### src/rtl/fir_l3_output_serializer.sv
// Buffers 3-sample FIR output blocks and emits them one sample per handshake,
// oldest block first, tagging each sample with its position in the block.
module fir_l3_output_serializer #(
    parameter int DATA_WIDTH  = 64,
    parameter int BLOCK_DEPTH = 2
) (
    input  logic                         clk,
    input  logic                         reset,
    input  logic                         in_valid,
    output logic                         in_ready,
    input  logic signed [DATA_WIDTH-1:0] in_data_1,
    input  logic signed [DATA_WIDTH-1:0] in_data_2,
    input  logic signed [DATA_WIDTH-1:0] in_data_3,
    output logic                         out_valid,
    input  logic                         out_ready,
    output logic signed [DATA_WIDTH-1:0] out_data,
    output logic [1:0]                   out_phase,
    output logic                         out_last
);

    localparam int PTR_W = (BLOCK_DEPTH > 1) ? $clog2(BLOCK_DEPTH) : 1;
    localparam int CNT_W = PTR_W + 1;

    logic signed [DATA_WIDTH-1:0] mem_1 [BLOCK_DEPTH];
    logic signed [DATA_WIDTH-1:0] mem_2 [BLOCK_DEPTH];
    logic signed [DATA_WIDTH-1:0] mem_3 [BLOCK_DEPTH];

    logic [PTR_W-1:0] wr_ptr;
    logic [PTR_W-1:0] rd_ptr;
    logic [CNT_W-1:0] count;
    logic [1:0]       phase;

    logic push;
    logic pop_beat;
    logic pop_block;

    // in_ready is forced low while reset is held so nothing is taken during reset.
    assign in_ready  = !reset && (count < CNT_W'(BLOCK_DEPTH));
    assign out_valid = (count != '0);
    assign out_phase = phase;
    assign out_last  = out_valid && (phase == 2'd2);

    assign push      = in_valid && in_ready;
    assign pop_beat  = out_valid && out_ready;
    assign pop_block = pop_beat && (phase == 2'd2);

    always_ff @(posedge clk or posedge reset) begin
        if (reset) begin
            wr_ptr <= '0;
            rd_ptr <= '0;
            count  <= '0;
            phase  <= 2'd0;
        end else begin
            if (push) begin
                wr_ptr <= wr_ptr + PTR_W'(1);
            end
            if (pop_block) begin
                rd_ptr <= rd_ptr + PTR_W'(1);
            end
            case ({push, pop_block})
                2'b10:   count <= count + CNT_W'(1);
                2'b01:   count <= count - CNT_W'(1);
                default: count <= count;
            endcase
            if (pop_beat) begin
                phase <= (phase == 2'd2) ? 2'd0 : phase + 2'd1;
            end
        end
    end

    // Sample storage needs no reset: it is only observed while count > 0.
    always_ff @(posedge clk) begin
        if (push) begin
            mem_1[wr_ptr] <= in_data_1;
            mem_2[wr_ptr] <= in_data_2;
            mem_3[wr_ptr] <= in_data_3;
        end
    end

    always_comb begin
        out_data = '0;
        if (out_valid) begin
            case (phase)
                2'd0:    out_data = mem_1[rd_ptr];
                2'd1:    out_data = mem_2[rd_ptr];
                2'd2:    out_data = mem_3[rd_ptr];
                default: out_data = '0;
            endcase
        end
    end

endmodule

### config.mk
export PLATFORM = sky130hd
export DESIGN_NAME = fir_l3_output_serializer
export DESIGN_NICKNAME = d
export VERILOG_FILES = /design/src/rtl/fir_l3_output_serializer.sv
export SDC_FILE = /design/constraint.sdc
export NUM_CORES = 1
export LEC_CHECK = 0
export CAP_MARGIN = 20
export CORE_MARGIN = 3
export CORE_UTILIZATION = 50
export CTS_BUF_LIST = sky130_fd_sc_hd__clkbuf_8
export CTS_CLUSTER_SIZE = 8
export DETAILED_ROUTE_END_ITERATION = 7
export DONT_BUFFER_PORTS = 1
export PLACE_DENSITY = 0.68
export SYNTH_ARGS = -nofsm -noshare
export SYNTH_HDL_FRONTEND = slang
export SYNTH_SLANG_ARGS = --single-unit
### constraint.sdc
create_clock -name clk -period 9.75 [get_ports clk]
set_input_delay 1.95 -clock clk [delete_from_list [all_inputs] [get_ports clk]]
set_output_delay 1.95 -clock clk [all_outputs]
set_load 0.01 [all_outputs]
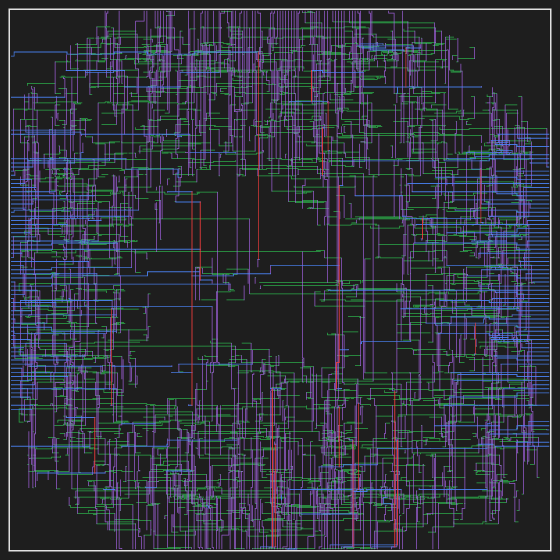
(images/layers.png)
M1 -> green  # wire length 10500 um
M4 -> red  # wire length 630 um
M2 -> purple  # wire length 15200 um
M3 -> blue  # wire length 3770 um
GR Util All Layers: 18.9%
via count: 6841

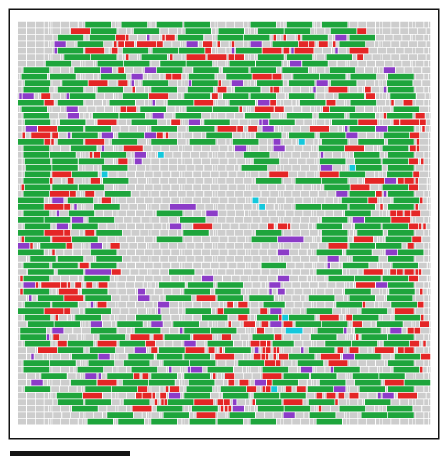
(images/class_map.png)
The bar under the picture is 50 um long. Fill, decap, tap and diode cells in grey.
registers -> green  # cells 390
remaining buffers and delay cells -> cyan  # cells 9
clock drivers and dummy loads -> purple  # cells 112
remaining logic cells -> red  # cells 280

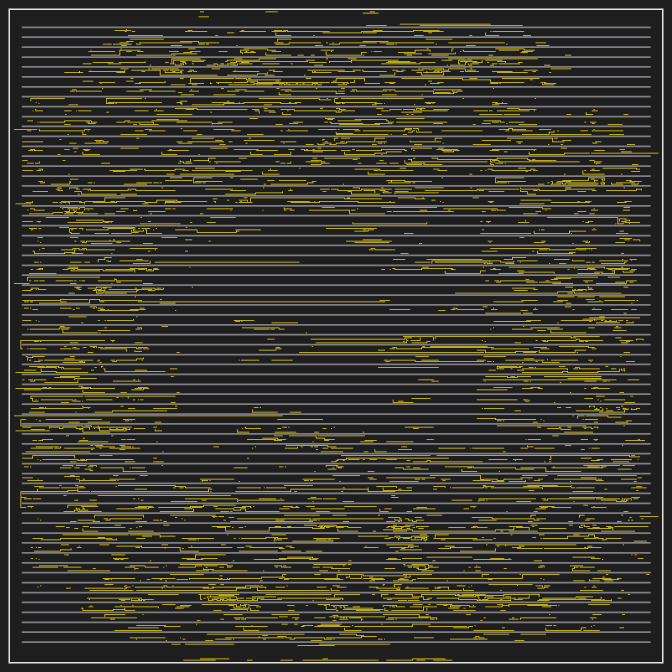
(images/m1.png)
Supply wires on this layer in grey.
longest straight run = 73.6 um
share of all routed wire = 35%
nets with wire on the layer = 907
GR Util met1: 21.4%
WL final: 30000 um

==> impl_metrics.tcl <==
# implementation run metrics
set metrics [dict create \
    postCtsSetupBuffers 0 \
    p_clk_share_pct 28.0 \
    grt_pass1_vias 7509 \
    critical_path.cell_chain "nor2b_4, buf_4, a22oi_1, nor2_1" \
    post-place-ws_ps 5170 \
    hpwl_um 18200 \
    critPathSlowestCell "nor2b_4" \
    run_status "complete, no violations" \
    io_buffer_count 0 \
    simple_gate_share_pct 2.03 \
    syn_nets 908 \
    lay_top_count "edfxtp_1" \
    cts_root_buffer "clkbuf_8" \
    nClkBuffers 67 \
    die_x_um 179 \
    buffer_area_share_pct 0.485 \
    hp-start "count[1]" \
    met2WireLength_um 15200 \
    worst-path-buf-inv 1 \
    layout_setup_ws_ps 4700 \
    wl_met3_um 3770 \
    clk_pin_slew_ps 60 \
    area_dominant_class "registers" \
    highest_layer "met4" \
    chipHeight_um 179 \
    comb_share_pct 18.5 \
    fp.coreArea_sq_um 29100 \
    signal_buffers 9 \
    synth_area_sq_um 14900 \
    ff2ff_path_depth 3 \
    setup_viol 0 \
    worst_hold_path_type "flop to flop" \
    yosys.area_share.aoi_pct 3.30 \
    hold_path_depth 1 \
    leakagePower_nw 5.34 \
    skew_ps 24.0 \
    grt_pass1_wl_um 44900 \
    endpoint "out_data[0]" \
    reg2reg_to "mem_1[1][0]" \
    top_usage_layer "met2" \
    clk_share_pct 7.25 \
    peakVddDrop_v 0.000164 \
    critPathMaxFanout 36 \
    fin_tns_setup_ps 0 \
    post-route-period-util_pct 51.8 \
    powerDensity_nw_per_um2 288 \
    global_route.usage.met2_pct 31.2 \
    max_stage_delay_ps 770 \
    switching_share_pct 31.0 \
    edf_count 384 \
    lay_top_cells "edfxtp_1 (384), nor2_1 (67), clkbuf_8 (67)" \
    yosysTopAreaCell "edfxtp_1" \
    via_per_inst 5.82 \
    warnings 28 \
    power_mw 4.75 \
    r2r-start "count[1]" \
    fp_util_pct 51.3 \
    cts_tree "done" \
    nets 944 \
    synth-xor-area-share_pct 0.293 \
    taps 384 \
    yosysCellCount 711 \
    maxCapViolCount 0 \
    ys_top_cells_by_count "edfxtp_1 (384), nor2_1 (68), mux2_2 (65), a22oi_1 (64), mux4_2 (64)" \
    postSynthSeqShare_pct 78.2 \
    cts.sink_count 390 \
    yosys_warnings 0 \
    synthTopCellsByArea "edfxtp_1 (77%), mux4_2 (9.7%), mux2_2 (4.9%)" \
    boundaryPins 265 \
    crit_family "simple AND/OR/NAND/NOR gates" \
    slew_headroom_pct 19.2 \
    worstHoldEndpoint "count[1]" \
    routedWlPerCell_um 25.6 \
    register_area_sq_um 11700 \
    cts_resized 0 \
    tightest_slew_ps 1210 \
    num-fill-cells 2197 \
    top_logic_kind "multiplexers" \
    p_switching_mw 1.47 \
    post_synth.cell_area_avg_sq_um 21.0 \
    insertion_delay_ps 560 \
    internal-power_mw 3.27 \
    critical_path_class "flop to output pin" \
    comb_area_sq_um 3050 \
    async_flop_share_pct 1.54 \
    synth_top_area_share_pct 77.2 \
    slew_violations 0 \
    grt_max_degree 193 \
    p_seq_share_pct 45.5 \
    ys_sh_mux_pct 14.6 \
    drtIter0Drc 410 \
    finalHoldViolCount 0 \
    crit_start "out_phase[1]" \
    inv_count 2 \
    nMultiInputCombCells 278 \
    grt_overflow 0 \
    synth_cell_types 24 \
    netlist_instances 711 \
    htreeDepth 3 \
    std_cell_rows 62 \
    p_comb_share_pct 26.5 \
    cp_data_arrival_time_ps 3100 \
    ys.flops 390 \
    firstDrtPassIters 4 \
    yosys_area_sq_um 14900 \
    hold_buffers 0 \
    antenna_found_initial 0 \
    cp.depth 4 \
    cts_made_buffers 66 \
    rsz0062_at_grt "false" \
    adder_share_pct 0.0838 \
    gp_congestion 0.781 \
    ff_type "edfxtp_1" \
]
[per-stage QoR]
stage	util (%)	instances	hold WS, ps	cell area, sq um
2_1_floorplan	-	711	471	14900
4_1_cts	56.7	1175	535	16500
3_5_place_dp	52.6	1063	528	15300
6_report	56.7	1175	535	16500
5_1_grt	56.7	1175	557	16500
3_3_place_gp	52.6	1063	496	15300
[sequential cells by signal, indices dropped and copies added (netlist names)]
name,count
mem_1,128
mem_2,128
mem_3,128
count,2
out_phase,2
rd_ptr,1
wr_ptr,1
[power by group through the flow]
stage	Sequential (mW)	Combinational (mW)	Clock, mW
final	2.16	1.26	1.33
after global routing	2.18	1.37	1.45
after CTS	2.16	1.28	1.38
after detailed placement	2.20	1.28	0
after global placement	2.18	1.26	0
after floorplan	2.15	1.07	0
